[config.mk]
export PLATFORM = sky130hd
export DESIGN_NAME = wb_ram32_bridge
export DESIGN_NICKNAME = d
export VERILOG_FILES = /design/src/rtl/ram_bridge_pkg.sv /design/src/rtl/wb_ram32_bridge.sv
export SDC_FILE = /design/constraint.sdc
export NUM_CORES = 1
export LEC_CHECK = 0
export CELL_PAD_IN_SITES_DETAIL_PLACEMENT = 0
export CELL_PAD_IN_SITES_GLOBAL_PLACEMENT = 1
export CORE_ASPECT_RATIO = 1.4
export CORE_MARGIN = 8
export CORE_UTILIZATION = 35
export CTS_CLUSTER_DIAMETER = 80
export DETAILED_ROUTE_END_ITERATION = 7
export PLACE_DENSITY = 0.87
export SYNTH_ARGS = -nofsm -noshare
export SYNTH_HDL_FRONTEND = slang
export SYNTH_SLANG_ARGS = --single-unit
[constraint.sdc]
create_clock -name clk -period 3.2 [get_ports clk]
set_input_delay 0.32 -clock clk [delete_from_list [all_inputs] [get_ports clk]]
set_output_delay 0.32 -clock clk [all_outputs]
set_load 0.01 [all_outputs]
[src/rtl/ram_bridge_pkg.sv]
// Shared types and helpers for the Wishbone-to-ram32 bridge.
package ram_bridge_pkg;

  typedef enum logic [2:0] {
    IDLE  = 3'd0,
    READ  = 3'd1,
    WAIT  = 3'd2,
    WRITE = 3'd3,
    ACK   = 3'd4
  } state_t;

  localparam logic [3:0] SEL_FULL = 4'hF;

  // Lanes whose select bit is set take the new data; the rest keep the old word.
  function automatic logic [31:0] byte_merge(input logic [31:0] old_word,
                                             input logic [31:0] new_word,
                                             input logic [3:0]  sel);
    logic [31:0] merged;
    for (int n = 0; n < 4; n++) begin
      merged[8*n +: 8] = sel[n] ? new_word[8*n +: 8] : old_word[8*n +: 8];
    end
    return merged;
  endfunction

endpackage

[src/rtl/wb_ram32_bridge.sv]
// Wishbone classic slave in front of ram32; partial writes become read-modify-write.
module wb_ram32_bridge
  import ram_bridge_pkg::*;
#(
  parameter  int RAM_SIZE      = 1024,
  localparam int RAM_ADDR_BITS = $clog2(RAM_SIZE / 4)
) (
  input  logic                     clk,
  input  logic                     reset,
  input  logic                     i_wb_cyc,
  input  logic                     i_wb_stb,
  input  logic                     i_wb_we,
  input  logic [31:0]              i_wb_adr,
  input  logic [31:0]              i_wb_dat,
  input  logic [3:0]               i_wb_sel,
  output logic [31:0]              o_wb_rdt,
  output logic                     o_wb_ack,
  output logic [RAM_ADDR_BITS-1:0] ram_addr,
  output logic                     ram_we,
  output logic [31:0]              ram_wdata,
  input  logic [31:0]              ram_rdata
);

  state_t                   state_q, state_d;
  logic [RAM_ADDR_BITS-1:0] addr_q,  addr_d;
  logic [31:0]              dat_q,   dat_d;
  logic [3:0]               sel_q,   sel_d;
  logic                     we_q,    we_d;
  logic [31:0]              wdata_q, wdata_d;
  logic [31:0]              rdt_q,   rdt_d;

  // Address bits outside the RAM word index alias silently.
  logic unused_adr_bits;
  assign unused_adr_bits = ^{i_wb_adr[31:RAM_ADDR_BITS+2], i_wb_adr[1:0]};

  // NOTE: sequential state uses non-blocking assignments so every register samples pre-edge values.
  always_ff @(posedge clk) begin
    if (reset) begin
      state_q <= IDLE;
      addr_q  <= '0;
      dat_q   <= '0;
      sel_q   <= '0;
      we_q    <= 1'b0;
      wdata_q <= '0;
      rdt_q   <= '0;
    end else begin
      state_q <= state_d;
      addr_q  <= addr_d;
      dat_q   <= dat_d;
      sel_q   <= sel_d;
      we_q    <= we_d;
      wdata_q <= wdata_d;
      rdt_q   <= rdt_d;
    end
  end

  // NOTE: every next-state signal gets its hold value first, so no path can infer a latch.
  always_comb begin
    state_d = state_q;
    addr_d  = addr_q;
    dat_d   = dat_q;
    sel_d   = sel_q;
    we_d    = we_q;
    wdata_d = wdata_q;
    rdt_d   = rdt_q;

    unique case (state_q)
      IDLE: begin
        if (i_wb_cyc && i_wb_stb) begin
          addr_d  = i_wb_adr[RAM_ADDR_BITS+1:2];
          dat_d   = i_wb_dat;
          sel_d   = i_wb_sel;
          we_d    = i_wb_we;
          wdata_d = i_wb_dat;
          if (!i_wb_we || (i_wb_sel != SEL_FULL && i_wb_sel != 4'h0)) state_d = READ;
          else if (i_wb_sel == SEL_FULL)                             state_d = WRITE;
          else                                                       state_d = ACK;
        end
      end
      READ: begin
        state_d = i_wb_cyc ? WAIT : IDLE;
      end
      WAIT: begin
        if (!i_wb_cyc) begin
          state_d = IDLE;
        end else if (!we_q) begin
          rdt_d   = ram_rdata;
          state_d = ACK;
        end else begin
          wdata_d = byte_merge(ram_rdata, dat_q, sel_q);
          state_d = WRITE;
        end
      end
      WRITE:   state_d = ACK;
      ACK:     state_d = IDLE;
      default: state_d = IDLE;
    endcase
  end

  // wdata_q holds the full write word, or the merged word after a partial-write read.
  assign ram_we    = (state_q == WRITE);
  assign ram_addr  = addr_q;
  assign ram_wdata = wdata_q;
  assign o_wb_ack  = (state_q == ACK) && i_wb_cyc;
  assign o_wb_rdt  = rdt_q;

endmodule

placed.png
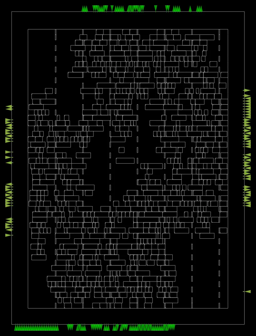
sequential share of cell area: 32.3%
final core utilization: 48.5%
# rows: 52

util_map.png
Scale bar: 20 um. The die is cut into 12 by 16 equal tiles; white is low, dark blue is high, 0 to 100% covered.
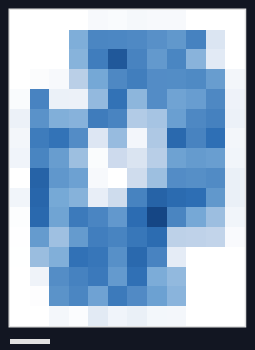
The densest ninth of the die: south. 20% of the tiles are nearly empty. The mean over all tiles is 36%. The fullest tile reaches 91%. 5.7% of the tiles are over 75% full.
area of the core: 14300 um^2
starting density of the core: 35.5%

ff_map.png
Scale bar: 20 um.
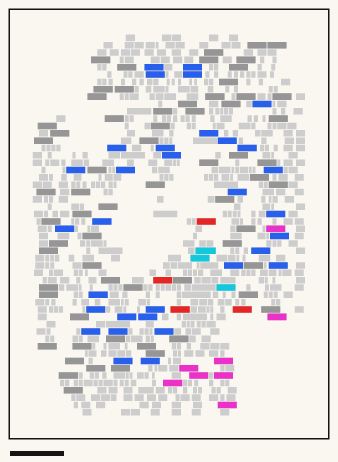
Key: blue = ram_wdata [flops 32]; magenta = ram_addr [flops 8]; cyan = state_q [flops 3]; red = sel_q [flops 4]
Another 65 sequential cells are not coloured.
register area: 2240 um^2
sequential power: 1490 uW

port_trees.png
Scale bar: 20 um.
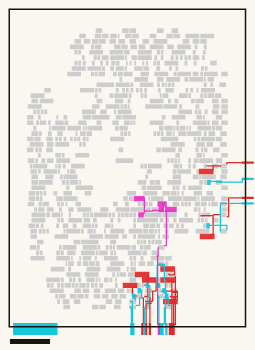
Key: magenta = i_wb_stb [direction input, edge south, end cells 5, buffers 1, wire 92.8 um]; cyan = i_wb_adr [direction input, edge 30 south, 2 east, end cells 8, buffers 8, wire 206 um]; red = ram_addr [direction output, edge 6 south, 2 east, end cells 8, buffers 8, wire 230 um]

floorplan.png
Scale bar: 20 um. Pins as bars on the die edge. Tap cells in grey.
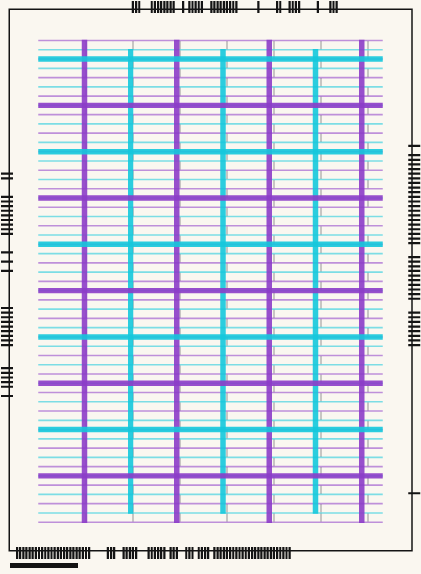
Key: cyan = VDD; purple = VSS
The core has 52 rows. 179 signal pins sit on the boundary.
die extent in y: 159 um
peak supply drop: 278 uV
die outline width: 118 um

==> metrics.log <==
[flow] final metrics
[metrics] Resized Gates After CTS: 0
[metrics] Worst path slowest cell: sky130_fd_sc_hd__dfxtp_2
[metrics] # nets final: 818
[metrics] proportion of register bits with asynchronous set or reset after synthesis: 0%
[metrics] number of standard cells after synthesis: 601
[metrics] syn avg cell area: 8.45 um^2
[metrics] largest net degree at the start of global routing: 80
[metrics] total of hold buffers inserted after clock tree synthesis: 0
[metrics] Area after DPL: 6630 um^2
[metrics] endpoint class of the critical path: output pin
[metrics] Worst R2R End: ram_wdata[22]
[metrics] global-route wire length before repair: 29.1 mm
[metrics] crit path cell chain: clkinv_1 > nor3b_1 > clkdlybuf4s50_1
[metrics] routed len/inst: 20.0 um
[metrics] Post-Synth Adder-Cell Area: 0%
[metrics] Cells on Worst Hold Path: 2
[metrics] Hold Worst Slack: 477 ps
[metrics] Clock transition at path regs: 80 ps
[metrics] Final setup violation count: 0
[metrics] XOR Share, Synth: 0%
[metrics] Synthesized Nets: 706
[metrics] Pins Over Slew Limit: 0
[metrics] part of the cycle the worst path needs: 76.1%
[metrics] Slew headroom: 33.6%
[metrics] global-route usage over all layers: 19.3%
[metrics] weighted congestion at the end of routability-driven global placement: 0.828
[metrics] register-to-register setup slack: 910 ps
[metrics] number of register bits inferred by synthesis: 112
[metrics] post-detailed-route via-to-cell ratio: 5.68
[metrics] chip area from the yosys synthesis statistics: 5080 um^2
[metrics] remaining antenna violation count: 0
[metrics] initial antenna violation count: 0
[metrics] outcome: completed
[metrics] CP Data Required Time: 2880 ps
[metrics] count of flip-flops with a built-in enable after synthesis: 0
[metrics] TritonCTS clock tree: done
[metrics] Largest cells by area: sky130_fd_sc_hd__dfxtp_1 44%, sky130_fd_sc_hd__nand3_1 7.9%, sky130_fd_sc_hd__a21oi_1 7.7%
[metrics] skew final: 9.44 ps
[metrics] type of the worst setup path: flop to output pin
[metrics] CTS root buffer: sky130_fd_sc_hd__clkbuf_16
[metrics] yosys cell count: 601
[metrics] worst r2r path cells: 4
[metrics] area delta synth->final: 36.5%
[metrics] number of global-route vias before repair: 5354
[metrics] number of buffers added by the clock tree synthesis step: 9
[metrics] tally of max-capacitance violations: 0
[metrics] CP Max Fanout: 32
[metrics] Most used DFF post-synth: sky130_fd_sc_hd__dfxtp_1
[metrics] die footprint: 18700 um^2
[metrics] Yosys top cell area share: 44.1%
[metrics] worst slew pin tran: 996 ps
[metrics] P per Cell Area: 441 nW/um^2
[metrics] final number of hold-violating endpoints: 0
[metrics] share of synthesized cell area in and, or, nand and nor gates: 19.1%
[metrics] initial DRC count: 427
[metrics] Synth logic family: AND-OR/OR-AND gates
[metrics] OpenROAD warnings: 50
worst max-delay path, delay by kind of cell (launching register included):
kind | cells | cell delay, ps
buffers and inverters | 2 | 800
flip-flops | 1 | 740
AND/OR/NAND/NOR | 1 | 230
state kept, by name, indices dropped and copies added, names as in the netlist:
| name | count |
|---|---|
| dat_q | 32 |
| o_wb_rdt | 32 |
| ram_wdata | 32 |
| ram_addr | 8 |
| sel_q | 4 |
| state_q | 3 |
| we_q | 1 |
cells in the final DEF, fill, tap and decap left out, drive strengths merged, types with 2 or more instances in the layout:
cell type / instances
a211oi: 33
a21oi: 78
and3: 2
buf: 15
clkbuf: 9
clkdlybuf4s50: 153
clkinv: 5
dfxtp: 112
inv: 2
nand2: 32
nand3: 80
nand4: 2
nor2: 36
nor2b: 33
nor3b: 2
o21ai: 78
o32ai: 32
where the power goes:
group	internal [uW]	total, uW	switching [uW]
clock	618	1160	538
combinational	206	412	206
sequential	1440	1490	47.1
total	2270	3060	791
how the worst max path moves through the flow:
stage,from,to,slack [ps],cells past startpoint
after floorplan,state_q[1],ram_we,1690,5
after global placement,i_wb_cyc,ram_addr[6],770,5
after detailed placement,i_wb_cyc,ram_addr[6],690,5
after CTS,state_q[1],ram_we,770,3
after global routing,state_q[1],ram_we,690,3
final,state_q[1],ram_we,770,3
stage by stage:
| step | instances | power, uW | worst slack, ps | utilization, % |
|---|---|---|---|---|
| global placement | 891 | 1920 | 769 | 46.3 |
| detailed placement | 891 | 1930 | 692 | 46.3 |
| finish | 907 | 3060 | 766 | 48.5 |
| global route | 907 | 3180 | 693 | 48.5 |
| CTS | 907 | 3090 | 767 | 48.5 |
| floorplan | 601 | 1700 | 1690 | - |
cell type report:
class	instances	area [um^2]
fillers	1373	7380
multi-input cells	420	2500
flip-flops and latches	112	2240
repair buffers	168	1640
well taps	189	236
clock buffers	9	225
clock inverters	7	80.1
inverters	2	7.51
metal layers:
layer	vias up	global-route usage [%]	share of wire [%]
met5	-	0	0
met4	0	7.65	2.4
met3	27	4.29	6.6
met2	238	34.6	53
met1	2478	21.8	38
li1	2406	-	-
logic make-up after synthesis:
family / Yosys count
compound gates: 226
buf+inv: 69
flops: 112
mux: 1
simple gates: 193
Power is estimated from default activity; no workload was simulated.
